**config.mk**
```make
export PLATFORM = sky130hd
export DESIGN_NAME = audio_mixer_pwm
export DESIGN_NICKNAME = d
export VERILOG_FILES = /design/src/rtl/audio_mixer_pwm.sv
export SDC_FILE = /design/constraint.sdc
export NUM_CORES = 1
export LEC_CHECK = 0
export CAP_MARGIN = 10
export CORE_MARGIN = 2
export CORE_UTILIZATION = 47
export DETAILED_ROUTE_END_ITERATION = 8
export GPL_TIMING_DRIVEN = 0
export PLACE_DENSITY = 0.77
export RECOVER_POWER = 25
export REMOVE_ABC_BUFFERS = 1
export SLEW_MARGIN = 20
export SYNTH_ARGS = -nofsm -noshare
export SYNTH_HDL_FRONTEND = slang
export SYNTH_SLANG_ARGS = --single-unit
```
**constraint.sdc**
```tcl
create_clock -name clock_i -period 4.6 [get_ports clock_i]
set_input_delay 1.15 -clock clock_i [delete_from_list [all_inputs] [get_ports clock_i]]
set_output_delay 1.15 -clock clock_i [all_outputs]
set_load 0.05 [all_outputs]
```
**src/rtl/audio_mixer_pwm.sv**
```systemverilog
// Audio mixer: internal sample strobe, muted/gained voice sum with saturation, double-buffered PWM.
// Optional error-feedback dither on the narrowing width map: define AUDIO_MIXER_DITHER_EN.
module audio_mixer_pwm #(
  parameter int CLOCK_FREQUENCY = 50000000,
  parameter int SAMPLE_RATE     = 16384,
  parameter int CHANNELS        = 4,
  parameter int IN_WIDTH        = 4,
  parameter int OUT_WIDTH       = 6,
  parameter int PWM_DIV         = 1
) (
  input  logic                         clock_i,
  input  logic                         reset_i,
  input  logic [CHANNELS*IN_WIDTH-1:0] samples_i,
  input  logic [CHANNELS-1:0]          mute_i,
  input  logic [1:0]                   gain_i,
  output logic                         sample_ena_o,
  output logic [OUT_WIDTH-1:0]         mix_o,
  output logic                         clip_o,
  output logic                         pwm_o
);

  localparam int DIV = CLOCK_FREQUENCY / SAMPLE_RATE;
  localparam int SCW = $clog2(DIV);
  localparam int SW  = IN_WIDTH + $clog2(CHANNELS);
  localparam int GW  = OUT_WIDTH + 4;
  localparam int PDW = (PWM_DIV > 1) ? $clog2(PWM_DIV) : 1;
  localparam logic [OUT_WIDTH-1:0] MIX_MAX = '1;

  logic [SCW-1:0]       cnt_q, cnt_d;
  logic                 ena_q, ena_d;
  logic [OUT_WIDTH-1:0] mix_q, mix_d;
  logic                 clip_q, clip_d;
  logic [PDW-1:0]       pre_q, pre_d;
  logic [OUT_WIDTH-1:0] pc_q, pc_d;
  logic [OUT_WIDTH-1:0] duty_q, duty_d;
  logic                 pwm_q, pwm_d;

  logic [SW-1:0]        sum;
  logic [OUT_WIDTH-1:0] norm;
  logic                 carry;
  logic [GW-1:0]        g;
  logic                 sat;
  logic                 tick;

  always_comb begin
    sum = '0;
    for (int i = 0; i < CHANNELS; i++) begin
      if (!mute_i[i]) sum = sum + SW'(samples_i[i*IN_WIDTH +: IN_WIDTH]);
    end
  end

  generate
    if (OUT_WIDTH >= SW) begin : g_widen
      assign norm  = OUT_WIDTH'(sum) << (OUT_WIDTH - SW);
      assign carry = 1'b0;
    end else begin : g_narrow
      localparam int DW = SW - OUT_WIDTH;
      assign norm = sum[SW-1:DW];
`ifdef AUDIO_MIXER_DITHER_EN
      // Accumulate the discarded LSBs; a carry out bumps this sample by one LSB.
      logic [DW-1:0] acc_q;
      logic [DW:0]   acc_sum;
      assign acc_sum = {1'b0, acc_q} + {1'b0, sum[DW-1:0]};
      assign carry   = acc_sum[DW];
      always_ff @(posedge clock_i) begin
        if (reset_i)    acc_q <= '0;
        else if (ena_q) acc_q <= acc_sum[DW-1:0];
      end
`else
      assign carry = 1'b0;
`endif
    end
  endgenerate

  // Extra headroom bit covers a dither increment on a full-scale sample.
  assign g   = (GW'(norm) + GW'(carry)) << gain_i;
  assign sat = g > GW'(MIX_MAX);

  assign tick = (pre_q == PDW'(PWM_DIV - 1));

  always_comb begin
    ena_d  = (cnt_q == SCW'(DIV - 1));
    cnt_d  = ena_d ? '0 : cnt_q + 1'b1;
    mix_d  = mix_q;
    clip_d = 1'b0;
    if (ena_q) begin
      mix_d  = sat ? MIX_MAX : g[OUT_WIDTH-1:0];
      clip_d = sat;
    end
    pre_d  = tick ? '0 : pre_q + 1'b1;
    pc_d   = pc_q;
    duty_d = duty_q;
    if (tick) begin
      pc_d = pc_q + 1'b1;
      // mix_q here is the pre-edge value, so a same-edge mix update waits a period.
      if (pc_q == MIX_MAX) duty_d = mix_q;
    end
    pwm_d = (pc_d < duty_d);
  end

  always_ff @(posedge clock_i) begin
    if (reset_i) begin
      cnt_q  <= '0;
      ena_q  <= 1'b0;
      mix_q  <= '0;
      clip_q <= 1'b0;
      pre_q  <= '0;
      pc_q   <= '0;
      duty_q <= '0;
      pwm_q  <= 1'b0;
    end else begin
      cnt_q  <= cnt_d;
      ena_q  <= ena_d;
      mix_q  <= mix_d;
      clip_q <= clip_d;
      pre_q  <= pre_d;
      pc_q   <= pc_d;
      duty_q <= duty_d;
      pwm_q  <= pwm_d;
    end
  end

  assign sample_ena_o = ena_q;
  assign mix_o        = mix_q;
  assign clip_o       = clip_q;
  assign pwm_o        = pwm_q;

endmodule

```
Run 1, M2 wires:
Scale: 4 px per um.
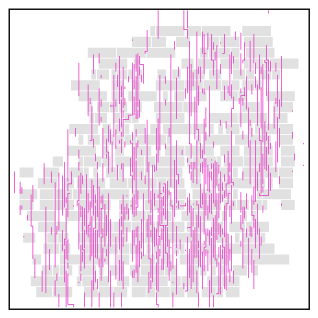
- main direction: vertical
- nets with wire on the layer: 320
- wire length on this layer: 2590 um
- longest straight run: 33.0 um

Run 1, placement view:
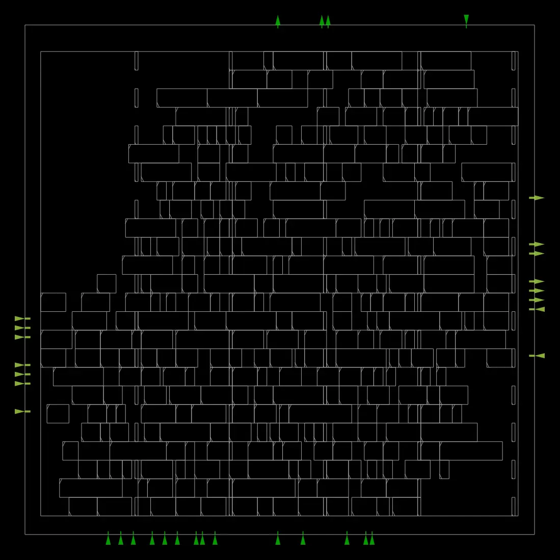
well tap count: 67
Finished Layout Cells: 387
core occupancy in the finished layout: 64.9%
core region area: 4750 um2

==> run notes, run 1 <==
Results of the run.

The run finished, with violations left. The checks that failed: setup timing. Per the OpenROAD power report, leakage power amounts to about 1.3 nW. Across all setup checks in the final design, the least slack found is -0.293 ns. The post-synthesis adder-cell area fraction is 13.1%. The relative max-transition margin is around two fifths. The switching fraction of total power is about 31%. The clock network is responsible for 26.7% of the overall power.

The most frequent standard cell in the layout excluding fill and tap cells is sky130_fd_sc_hd__nor2_1. The total grt overflow is 0. The number of global-route vias before repair was about 1900. The routed layout has 2122 vias. The number of synthesized register bits is 34. The cell-mix breakdown from Yosys lists the XOR/XNOR area share as about 7.8%.

OpenROAD reports that the post-layout worst path occupies 106% of the period. Measured along the x axis, the die boundary spans ~75 um. The cell area after layout is a little over 3000 um2. On the final layout, the worst hold slack is 0.458 ns. For this design, the sink count on the clock tree is 34. Sequential cells burn 37.2% of the power.

The routed length per instance is around 13 um. The wire length of the first global-routing pass is 8460 um. The overall track demand over capacity in global routing is 19.4%.

STA classifies the critical path endpoint as a flop. The Yosys step of the flow raised 0 warnings. The final-stage net count is around 370. The number of placed instances with taps included is 362. The post-route clock skew is 0.00214 ns. The number of levels the H-tree was split into is 2. The count of hold buffers inserted by post-cts repair is 0. In this run, distinct cell masters in the synthesized netlist total slightly above 50. Relative to the synthesized area, the layout overhead comes to 31.8%. Looking at the setup timing report, the critical path kind is in -> reg. The repair_antennas step left the layout with diodes totalling 0. The number of enable-type register cells in the synthesized netlist is 0. The clock latency on the worst-skew pair is between 0.2 and 0.3 ns. The total negative setup slack is -1.94 ns.

TritonCTS built the clock tree. Along the worst path, the maximum fanout reaches 7. The register area share after synthesis is between 20% and 30%. By area the synthesized netlist is led by sky130_fd_sc_hd__dfxtp_1, sky130_fd_sc_hd__ha_1, sky130_fd_sc_hd__nor2_1, sky130_fd_sc_hd__xnor2_1, sky130_fd_sc_hd__xor2_1. After synthesis, the design contains between 200 and 300 cells according to Yosys. The registers of the reported paths see a clock transition of around 0.060 ns. The cell type with the highest aggregate area in the netlist is sky130_fd_sc_hd__dfxtp_1. Setup repair after global routing could not meet its margin everywhere. The fraction of layout cells with a size suffix above 1 is approximately 20%.

Synthesis produced a netlist whose cell count is ~270. The remaining routing DRC violations is 0. The average instance area after synthesis is between 8 and 9 um2. The number of buffers added by the clock tree synthesis step is 5. According to the floorplan report, the die height is ~75 um. The number of setup violations in the final report is 7. The transition time recorded at the tightest slew-check pin is just under 0.9 ns. The most common logic cells in the final layout are sky130_fd_sc_hd__nor2_1, sky130_fd_sc_hd__dfxtp_1, sky130_fd_sc_hd__clkdlybuf4s50_1.

Per the log, the first TritonRoute iteration ended with a DRC count of approximately 120. Per the summary, power density relative to cell area is 265 nW/um2. The initial antenna violation count came to 0. For the worst setup path, the data required time is ~4.8 ns. For this run, the detailed router reports a per-instance via density of roughly 5.5. The yosys synthesis chip area is ~2300 um2. Yosys reports that the leading cell type by area covers 29.0% of the netlist area. STA classifies the critical path startpoint as a primary input. The post-detailed-route count of antenna-violating nets is 0.

The tally of max-capacitance violations is 0. For reference, the final report shows the hold violation count at 0. The root cell of the clock tree is sky130_fd_sc_hd__clkbuf_8. The area fraction in and, or, nand and nor cells after synthesis is 24.5%. The die outline area is about 5600 um2.
Run 1, I/O pins on the die edge:
Scale: 6 px per um. Pins as bars across the die edge, other pins in grey.
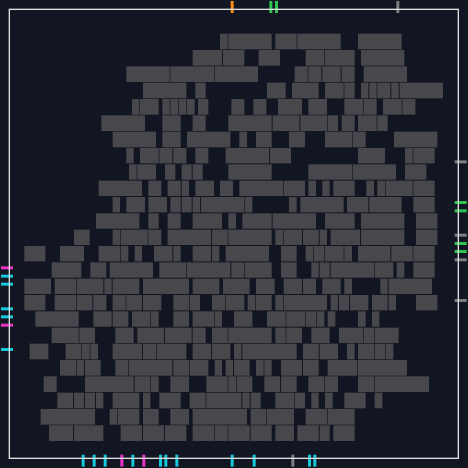
- cyan: samples_i (pins 16; direction input; edge 11 bottom, 5 left)
- orange: clip_o (pins 1; direction output; edge top)
- magenta: mute_i (pins 4; direction input; edge 2 left, 2 bottom)
- green: mix_o (pins 6; direction output; edge 4 right, 2 top)

[run 1: cell usage after synthesis, drive strengths merged (3+ instances only)]
cell,count
nor2,38
dfxtp,34
ha,19
nand2,15
inv,14
nor2b,11
xnor2,11
xor2,10
a21oi,8
nand2b,8
a311oi,7
mux2i,7
o21ai,6
a211oi,5
a21o,5
a31oi,5
buf,5
clkbuf,5
nand3,5
nor3,5
o21a,5
and3b,4
nor4,4
and2b,3
fa,3
nand4,3
[run 1: flip-flops by register name (all words and copies together) (netlist names)]
signal / cells
cnt_q: 12
duty_q: 6
mix_o: 6
pc_q: 6
clip_o: 1
pre_q: 1
pwm_o: 1
sample_ena_o: 1
[run 1: cell type report]
type / count / area [um2] / share of cell area (%)
Timing Repair Buffer: 49 / 454 / 14.7
Sequential cell: 34 / 681 / 22.0
Tap cell: 67 / 83.8 / 2.71
Multi-Input combinational cell: 215 / 1730 / 55.9
Clock buffer: 7 / 86.3 / 2.80
Inverter: 14 / 52.6 / 1.70
Clock inverter: 1 / 5.00 / 0.162
[run 1: per-layer routing]
layer,GRT usage [%],vias to the layer above,routed length [um]
met5,0,-,0
met3,4.69,10,264
li1,-,1066,-
met4,5.95,0,99
met2,33.4,48,2590
met1,24.1,998,2240
[run 1: power by group through the flow]
stage	Combinational, mW	Clock, mW	Sequential (mW)
global placement	0.206	0	0.311
CTS	0.268	0.226	0.305
finish	0.295	0.218	0.305
detailed placement	0.211	0	0.311
global route	0.322	0.239	0.305
floorplan	0.147	0	0.314
[run 1: final timing paths]
kind | startpoint | to | slack [ns] | depth (start not counted)
min | cnt_q[0]$_SDFF_PP0_ | cnt_q[0]$_SDFF_PP0_ | 0.46 | 1
max | mute_i[0] | mix_o[2]$_SDFFE_PP0P_ | -0.29 | 20
min reg2reg | cnt_q[0]$_SDFF_PP0_ | cnt_q[0]$_SDFF_PP0_ | 0.46 | 1
max reg2reg | pc_q[0]$_SDFF_PP0_ | pwm_o$_SDFF_PP0_ | 2.26 | 9
[run 1: critical path, stage by stage]
cell and delay, ns:
sky130_fd_sc_hd__buf_12 0.11, sky130_fd_sc_hd__and2b_1 0.21, sky130_fd_sc_hd__inv_2 0.05, sky130_fd_sc_hd__fa_2 0.37, sky130_fd_sc_hd__nor2b_4 0.14, sky130_fd_sc_hd__nor3_2 0.19, sky130_fd_sc_hd__xor2_1 0.21, sky130_fd_sc_hd__ha_1 0.31
sky130_fd_sc_hd__xor2_1 0.26, sky130_fd_sc_hd__o21ai_0 0.14, sky130_fd_sc_hd__ha_1 0.34, sky130_fd_sc_hd__buf_4 0.10, sky130_fd_sc_hd__buf_4 0.12, sky130_fd_sc_hd__nand2b_4 0.07, sky130_fd_sc_hd__a211oi_4 0.35, sky130_fd_sc_hd__nor2_1 0.11
sky130_fd_sc_hd__a211oi_1 0.27, sky130_fd_sc_hd__a21o_1 0.17, sky130_fd_sc_hd__o22ai_4 0.12, sky130_fd_sc_hd__a311oi_2 0.29
[run 1: timing repair]
action | in CTS | in global routing
pin swaps | 28 | 16
buffers inserted | 13 | 4
endpoints found under the setup margin | 7 | 7
resized | 45 | 11
--- run 2 (diff from run 1) ---
--- a/config.mk
+++ b/config.mk
@@ -5,9 +5,11 @@
 export SDC_FILE = /design/constraint.sdc
 export NUM_CORES = 1
 export LEC_CHECK = 0
+export ABC_CLOCK_PERIOD_IN_PS = 4600
 export CAP_MARGIN = 10
 export CORE_MARGIN = 2
 export CORE_UTILIZATION = 47
+export CTS_CLUSTER_SIZE = 25
 export DETAILED_ROUTE_END_ITERATION = 8
 export GPL_TIMING_DRIVEN = 0
 export PLACE_DENSITY = 0.77
Run 2, a small window of the routed layout:
Region (17, 17) to (57, 57) um. Cells in grey, sequential cells in the stronger grey; small squares are vias.
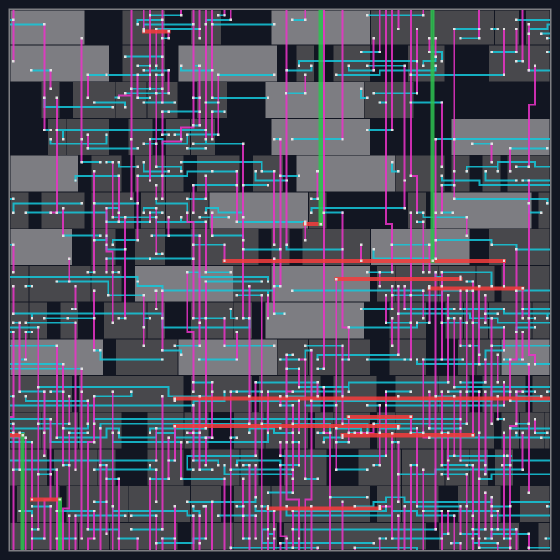
- cyan: met1
- magenta: met2
- red: met3
- green: met4
- sequential cells in the window: 18
- most frequent: nor2_1 (21), dfxtp_1 (18)
- cells with their middle in the window: 143
- netlist names of flops here include: cnt_q (9), duty_q (4), mix_o (2)

Run 2, I/O pins on the die edge:
Scale: 6 px per um. Pins as bars across the die edge, other pins in grey.
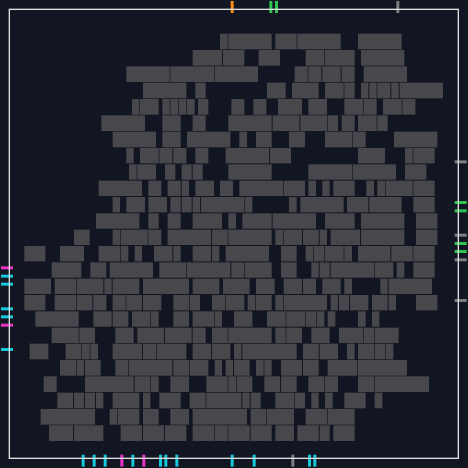
- orange: clip_o (pins 1; direction output; edge top)
- cyan: samples_i (pins 16; direction input; edge 11 bottom, 5 left)
- magenta: mute_i (pins 4; direction input; edge 2 left, 2 bottom)
- green: mix_o (pins 6; direction output; edge 4 right, 2 top)
Die Span X: 74.6 um
count of input and output buffers: 32
overall die height: 74.6 um

Run 2, M2 wires:
Scale: 4 px per um.
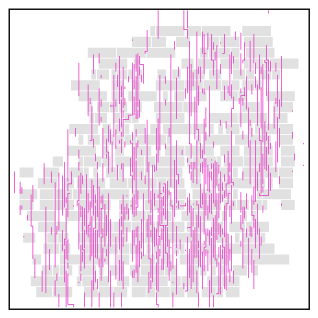
- longest straight run: 33.0 um
- main direction: vertical
- share of all routed wire: 50%
- nets with wire on the layer: 320

==> run 2 against run 1 <==
Effect of this change:
- largest cell class unchanged
- largest power group unchanged
- critical path depth is the same
- the run still ends with setup timing left
- clock power is essentially flat
- first-iteration DRC count is the same
==> run notes, run 2 <==
Results of the run.

Result of the run: complete, but fails checks (unchanged). Failing checks: setup timing (unchanged). The cell with the largest stage delay on the worst path was sky130_fd_sc_hd__fa_2 (unchanged). The portion of synthesized cell area occupied by the leading cell type is 29.0% (unchanged).

The flip-flop count of the largest register after layout is 12 (unchanged). The final hold violation count came to 0 (unchanged). The register ranked first by flip-flop count is cnt_q (unchanged).

The routed length per instance was 13.4 um (unchanged). The number of levels the H-tree was split into is 2 (unchanged). The count of cells along the worst register-to-register path is 9 (unchanged).

The cell type with the highest aggregate area in the netlist is sky130_fd_sc_hd__dfxtp_1 (unchanged). The die outline area is 5570 um2 (unchanged). The category of the critical setup timing path is in -> reg (unchanged).

The total length of routed met3 wires is 264 um (unchanged). The worst setup path endpoint is mix_o[2]$_SDFFE_PP0P_ (unchanged). The total grt overflow is 0 (unchanged).

The number of enable-type register cells in the synthesized netlist came to 0 (unchanged). The gate count of the mapped netlist was 273 (unchanged). The clock tree from TritonCTS is done (unchanged). The number of global-route vias before repair is 1931 (unchanged).

The final worst-path setup slack was -0.293 ns (unchanged). The number of setup violations in the final report is 7 (unchanged). The library cell with the highest instance count after synthesis was sky130_fd_sc_hd__nor2_1 (unchanged). The CTS sink count was 34 (unchanged). Cell Chain, Critical Path: buf_12 -> and2b_1 -> inv_2 -> fa_2 -> nor2b_4 -> nor3_2 -> xor2_1 -> ha_1 -> xor2_1 -> o21ai_0 -> ha_1 -> buf_4 -> buf_4 -> nand2b_4 -> a211oi_4 -> nor2_1 -> a211oi_1 -> a21o_1 -> o22ai_4 -> a311oi_2 (unchanged). The number of synthesized register bits was 34 (unchanged). The fraction of layout cells with a size suffix above 1 is 19.7% (unchanged).

The number of warning messages in the yosys log came to 0 (unchanged). The count of cell types in the netlist was 51 (unchanged). The minimum setup slack among reg-to-reg paths is 2.26 ns (about the same). The antenna diode count is 0 (unchanged). The detail-routed via count per cell is 5.48 (unchanged). The clock transition time at the flip-flop clock pins of the worst setup and hold paths is 0.06 ns (about the same).

The topmost layer with routed signal wires is met4 (unchanged). The final-layout worst hold slack was 0.458 ns (unchanged). The most frequent standard cell in the layout excluding fill and tap cells is sky130_fd_sc_hd__nor2_1 (unchanged). The power density relative to cell area came to 265 nW/um2 (unchanged). The leakage power of the design is 1.25 nW (unchanged). The final worst-path cycle share is 106% (unchanged). The met2 wirelength from detailed routing came to 2590 um (unchanged). The nature of the critical path startpoint is a primary input (unchanged).

The overall track demand over capacity in global routing is 19.4% (unchanged). The utilization after layout is 64.9% (unchanged). The number of cells in Yosys stat is 273 (unchanged). The initial antenna violation count came to 0 (unchanged). Area contributors post-synth: sky130_fd_sc_hd__dfxtp_1, sky130_fd_sc_hd__ha_1, sky130_fd_sc_hd__nor2_1, sky130_fd_sc_hd__xnor2_1, sky130_fd_sc_hd__xor2_1 (unchanged).

The count of hold buffers inserted by post-cts repair was 0 (unchanged). The post-route clock skew was 0.00214 ns (unchanged). The post-detailed-route count of antenna-violating nets was 0 (unchanged). The clock latency on the worst-skew pair was 0.28 ns (about the same). The wire length of the first global-routing pass is 8460 um (unchanged). The yosys synthesis chip area was 2340 um2 (unchanged).

Commonest cells post-synth: sky130_fd_sc_hd__nor2_1, sky130_fd_sc_hd__dfxtp_1, sky130_fd_sc_hd__ha_1, sky130_fd_sc_hd__nand2_1, sky130_fd_sc_hd__inv_1 (unchanged). The filler-free cell count of the finished design came to 387 (unchanged). The final-stage net count is 365 (unchanged).
-- run 2: cell counts after synthesis --
No cell type changed its count.
-- run 2: power breakdown --
| part | internal [mW] | leakage [nW] | switching [mW] |
|---|---|---|---|
| sequential | 0.300 | 0.275 | 0.00471 |
| combinational | 0.147 | 0.929 | 0.148 |
| clock | 0.121 | 0.0482 | 0.0978 |
| total | 0.568 | 1.25 | 0.251 |
-- run 2: layout make-up --
class,instances,area [um2]
clock inverters,1,5.00
well taps,67,83.8
fillers,396,1670
clock buffers,7,86.3
inverters,14,52.6
repair buffers,49,454
flip-flops and latches,34,681
multi-input cells,215,1730
-- run 2: cells by family after synthesis --
family / share of synthesized area, %
and+or+nand+nor: 24.5
muxes: 3.95
DFF: 29.0
buffers and inverters: 4.32
AOI/OAI and AO/OA: 17.0
other: 0.160
adders and majority gates: 13.1
xor gates and xnor gates: 7.85
-- run 2: worst min-delay path by stage --
stage / start / to / slack [ns]
3_5_place_dp: cnt_q[0]$_SDFF_PP0_ / cnt_q[0]$_SDFF_PP0_ / 0.45
6_report: cnt_q[0]$_SDFF_PP0_ / cnt_q[0]$_SDFF_PP0_ / 0.46
4_1_cts: cnt_q[0]$_SDFF_PP0_ / cnt_q[0]$_SDFF_PP0_ / 0.46
2_1_floorplan: cnt_q[0]$_SDFF_PP0_ / cnt_q[0]$_SDFF_PP0_ / 0.43
5_1_grt: cnt_q[0]$_SDFF_PP0_ / cnt_q[0]$_SDFF_PP0_ / 0.49
3_3_place_gp: cnt_q[0]$_SDFF_PP0_ / cnt_q[0]$_SDFF_PP0_ / 0.44
-- run 2: layer usage --
metal | vias up | track usage (%)
met3 | 10 | 4.69
met5 | - | 0
met1 | 998 | 24.1
met4 | 0 | 5.95
met2 | 48 | 33.4
li1 | 1066 | -
-- run 2: what timing repair did --
item | 4_1_cts | 5_1_grt
resized | 45 | 11
pin swaps | 28 | 16
setup endpoints to repair | 7 | 7
buffers inserted | 13 | 4
--- run 3 (diff from run 2) ---
==> constraint.sdc (replaced) <==
create_clock -name clock_i -period 4.6 [get_ports clock_i]
set_input_delay 1.38 -clock clock_i [delete_from_list [all_inputs] [get_ports clock_i]]
set_output_delay 1.38 -clock clock_i [all_outputs]
set_load 0.05 [all_outputs]
Run 3, placement view:
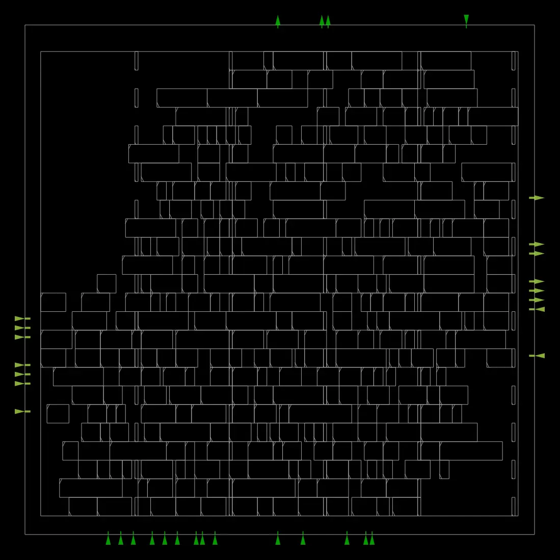
FFs & Latches: 34
Cell Rows: 25
share of the final layout cell area in sequential cells: 22.0%
final-layout fill cell count: 396

Run 3, a small window of the routed layout:
Region (17, 17) to (57, 57) um. Cells in grey, sequential cells in the stronger grey; small squares are vias.
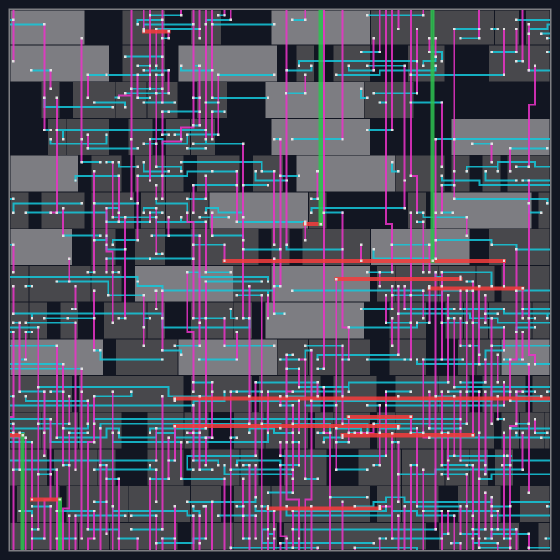
- red: met3
- magenta: met2
- green: met4
- cyan: met1
- cells with their middle in the window: 143
- netlist names of flops here include: cnt_q (9), duty_q (4), mix_o (2)
- most frequent: nor2_1 (21), dfxtp_1 (18)
- sequential cells in the window: 18

==> run 3 against run 2 <==
Effect of this change:
- the flow still finishes with violations (setup timing)
- global-route usage stayed put
- cell count unchanged
- worst setup slack lost 0.23 ns
- die size unchanged
- worst hold slack unchanged
- area after synthesis unchanged
- first-iteration DRC count unchanged
- clock power is essentially flat
- critical path depth stayed put
- combinational power barely moved
- largest cell class unchanged
- highest routed layer unchanged
==> run notes, run 3 <==
Results of the run.

The most frequent standard cell in the layout excluding fill and tap cells is sky130_fd_sc_hd__nor2_1 (unchanged). The nature of the critical path startpoint is a primary input (unchanged). Result of the run: complete, but fails checks (unchanged). The area share of xor/xnor cells in the synthesized design was 7.85% (unchanged). The final hold violation count came to 0 (unchanged). The number of warning messages in the yosys log was 0 (unchanged). The number of buffers added by the clock tree synthesis step is 5 (unchanged). The final-stage net count is 365 (unchanged). The count of hold buffers inserted by post-cts repair is 0 (unchanged). The highest fanout seen on the critical path is 7 (unchanged). Cell Chain, Critical Path: buf_12 -> and2b_1 -> inv_2 -> fa_2 -> nor2b_4 -> nor3_2 -> xor2_1 -> ha_1 -> xor2_1 -> o21ai_0 -> ha_1 -> buf_4 -> buf_4 -> nand2b_4 -> a211oi_4 -> nor2_1 -> a211oi_1 -> a21o_1 -> o22ai_4 -> a311oi_2 (unchanged). The cell type with the highest aggregate area in the netlist was sky130_fd_sc_hd__dfxtp_1 (unchanged). The post-route clock skew came to 0.00214 ns (unchanged). The number of detailed-route iterations in the first pass is 4 (unchanged).

Failing checks: setup timing (unchanged). The remaining routing DRC violations is 0 (unchanged). Most instantiated logic cells after routing: sky130_fd_sc_hd__nor2_1, sky130_fd_sc_hd__dfxtp_1, sky130_fd_sc_hd__clkdlybuf4s50_1 (unchanged). The category of the critical setup timing path is in -> reg (unchanged). The cell with the largest stage delay on the worst path is sky130_fd_sc_hd__fa_2 (unchanged). The power density relative to cell area is 265 nW/um2 (unchanged).

The initial antenna violation count is 0 (unchanged). The kind of capture point of the worst setup path is a flop (unchanged). The tally of max-capacitance violations is 0 (unchanged). The worst hold path stage count is 1 (unchanged). The portion of synthesized cell area occupied by the leading cell type is 29.0% (unchanged). The average instance area after synthesis was 8.58 um2 (unchanged). The switching power is 0.251 mW (unchanged). The clock tree from TritonCTS was done (unchanged). The via total after detailed routing is 2122 (unchanged).

The number of global-route vias before repair was 1931 (unchanged). The flip-flop count of the largest register after layout came to 12 (unchanged). The overall track demand over capacity in global routing came to 19.4% (unchanged). The clock share of power is 26.7% (about the same). The portion of netlist area occupied by mux cells is 3.95% (unchanged).

The number of setup violations in the final report came to 7 (unchanged). The final worst-path cycle share came to 111% (was 106%). The clock latency on the worst-skew pair is 0.28 ns (about the same). The tally of buffers added on design ports came to 32 (unchanged). The register area share after synthesis is 29.0% (unchanged). The die outline area is 5570 um2 (unchanged). The startpoint of the lowest-slack register-to-register path is pc_q[0]$_SDFF_PP0_ (unchanged). The library cell with the highest instance count after synthesis was sky130_fd_sc_hd__nor2_1 (unchanged). The relative max-transition margin is 42.0% (unchanged). The capturing point of the worst reg2reg path is pwm_o$_SDFF_PP0_ (unchanged). The cell area after layout is 3090 um2 (unchanged).

The clock transition time at the flip-flop clock pins of the worst setup and hold paths is 0.06 ns (about the same). The final worst-path setup slack is -0.523 ns (was -0.293 ns). The yosys synthesis chip area is 2340 um2 (unchanged). The root cell of the clock tree was sky130_fd_sc_hd__clkbuf_8 (unchanged). The number of cells in Yosys stat is 273 (unchanged).

The final-report max-slew violation count is 0 (unchanged). The minimum setup slack among reg-to-reg paths is 2.26 ns (about the same). The endpoint with the worst hold slack is cnt_q[0]$_SDFF_PP0_ (unchanged). The top-level I/O count is 33 (unchanged). The gate count of the mapped netlist is 273 (unchanged). The wire length of the first global-routing pass is 8460 um (unchanged). The antenna diode count is 0 (unchanged).

Area contributors post-synth: sky130_fd_sc_hd__dfxtp_1, sky130_fd_sc_hd__ha_1, sky130_fd_sc_hd__nor2_1, sky130_fd_sc_hd__xnor2_1, sky130_fd_sc_hd__xor2_1 (unchanged). The CTS sink count is 34 (unchanged). The startpoint of the lowest-slack hold path is cnt_q[0]$_SDFF_PP0_ (unchanged). The main logic family after synthesis is simple AND/OR/NAND/NOR gates (unchanged). The number of levels the H-tree was split into is 2 (unchanged). The number of enable-type register cells in the synthesized netlist is 0 (unchanged). The count of cell types in the netlist came to 51 (unchanged). The part of the total power dissipated in combinational logic is 36.1% (about the same). The slew of the pin with the lowest slew margin is 0.868 ns (unchanged). The switching fraction of total power came to 30.6% (unchanged). The post-synthesis adder-cell area fraction was 13.1% (unchanged).

The synthesis-to-finish area growth is 31.8% (unchanged). The delay of the slowest critical-path stage is 0.37 ns (about the same). The horizontal die dimension is 74.6 um (unchanged). RSZ-0062 raised after global routing: yes (unchanged). The required time of the critical path is 4.78 ns (about the same). The area fraction in and, or, nand and nor cells after synthesis is 24.5% (unchanged). The leakage power of the design is 1.25 nW (unchanged). The register ranked first by flip-flop count is cnt_q (unchanged).

The routed length per instance was 13.4 um (unchanged). The fraction of layout cells with a size suffix above 1 is 19.7% (unchanged). The internal power of the cells is 0.568 mW (unchanged). The synthesized-area fraction occupied by ao, oa, aoi and oai cells is 17.0% (unchanged).

Commonest cells post-synth: sky130_fd_sc_hd__nor2_1, sky130_fd_sc_hd__dfxtp_1, sky130_fd_sc_hd__ha_1, sky130_fd_sc_hd__nand2_1, sky130_fd_sc_hd__inv_1 (unchanged). The y dimension of the die is 74.6 um (unchanged). The core area was 4750 um2 (unchanged).

The violation count after the first detailed-routing iteration came to 120 (unchanged). The post-detailed-route count of antenna-violating nets is 0 (unchanged). The count of cells along the worst register-to-register path is 9 (unchanged).

The number of synthesized register bits was 34 (unchanged). The detail-routed via count per cell is 5.48 (unchanged). The relative contribution of sequential cells to total power is 37.2% (about the same).
Run 3, I/O pins on the die edge:
Scale: 6 px per um. Pins as bars across the die edge, other pins in grey.
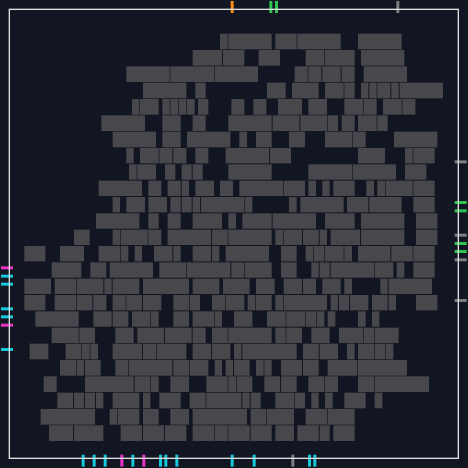
- green: mix_o (pins 6; direction output; edge 4 right, 2 top)
- magenta: mute_i (pins 4; direction input; edge 2 left, 2 bottom)
- orange: clip_o (pins 1; direction output; edge top)
- cyan: samples_i (pins 16; direction input; edge 11 bottom, 5 left)

==> run 3: cell counts after synthesis <==
Identical to the previous run, type by type.
==> run 3: cell type report <==
cell class | count | area [um2] | area share, %
flip-flops and latches | 34 | 681 | 22.0
repair buffers | 49 | 454 | 14.7
inverters | 14 | 52.6 | 1.70
clock inverters | 1 | 5.00 | 0.162
multi-input cells | 215 | 1730 | 55.9
well taps | 67 | 83.8 | 2.71
clock buffers | 7 | 86.3 | 2.80
==> run 3: how the worst max path moves through the flow <==
stage | start | end | slack (ns) | cells past startpoint
global placement | mute_i[0] | mix_o[0]$_SDFFE_PP0P_ | -1.50 | 21
CTS | samples_i[0] | mix_o[0]$_SDFFE_PP0P_ | -0.40 | 20
finish | mute_i[0] | mix_o[2]$_SDFFE_PP0P_ | -0.52 | 20
floorplan | samples_i[0] | mix_o[0]$_SDFFE_PP0P_ | -0.55 | 20
detailed placement | mute_i[0] | mix_o[0]$_SDFFE_PP0P_ | -1.60 | 21
global route | mute_i[0] | mix_o[3]$_SDFFE_PP0P_ | -0.74 | 21
==> run 3: power by group through the flow <==
stage	sequential (mW)	clock, mW	combinational [mW]
finish	0.305	0.218	0.295
global route	0.305	0.239	0.322
CTS	0.305	0.226	0.268
detailed placement	0.311	0	0.211
global placement	0.311	0	0.206
floorplan	0.314	0	0.147
==> run 3: timing repair <==
item,in CTS,in global routing
buffers inserted,13,4
pin swaps,28,16
endpoints found under the setup margin,7,7
resized,45,11
==> run 3: stage by stage <==
step | utilization, % | cells | hold WS [ns] | setup TNS (ns)
after floorplan | - | 263 | 0.426 | -3.74
after global placement | 56.8 | 362 | 0.437 | -10.41
after detailed placement | 56.8 | 362 | 0.447 | -11.14
after CTS | 63.6 | 383 | 0.462 | -2.72
after global routing | 64.9 | 387 | 0.490 | -5.08
final | 64.9 | 387 | 0.458 | -3.55
==> run 3: kinds of logic (layout without fill, tap and decap cells) <==
kind of cell / Yosys count / in the layout
compound gates: 53 / 53
xor+xnor: 21 / 21
fa+ha+maj: 23 / 23
buf+inv: 24 / 71
flops: 34 / 34
mux: 9 / 9
other cells: 1 / 1
simple gates: 108 / 108
==> run 3: metal layers <==
layer	vias up	global-route usage, %	part of all wire [%]
met4	0	5.95	1.9
met2	48	33.4	50
met3	10	4.69	5.1
met5	-	0	0
met1	998	24.1	43
li1	1066	-	-
==> run 3: critical path: cells and delay by family <==
family                     cells  cell delay, ns
xor gates and xnor gates       2            0.47
AOI/OAI and AO/OA              6            1.34
and+or+nand+nor                5            0.72
buffers and inverters          4            0.38
adders and majority gates      3            1.02
Power figures rest on the tool's default switching activity, not on a simulated workload.
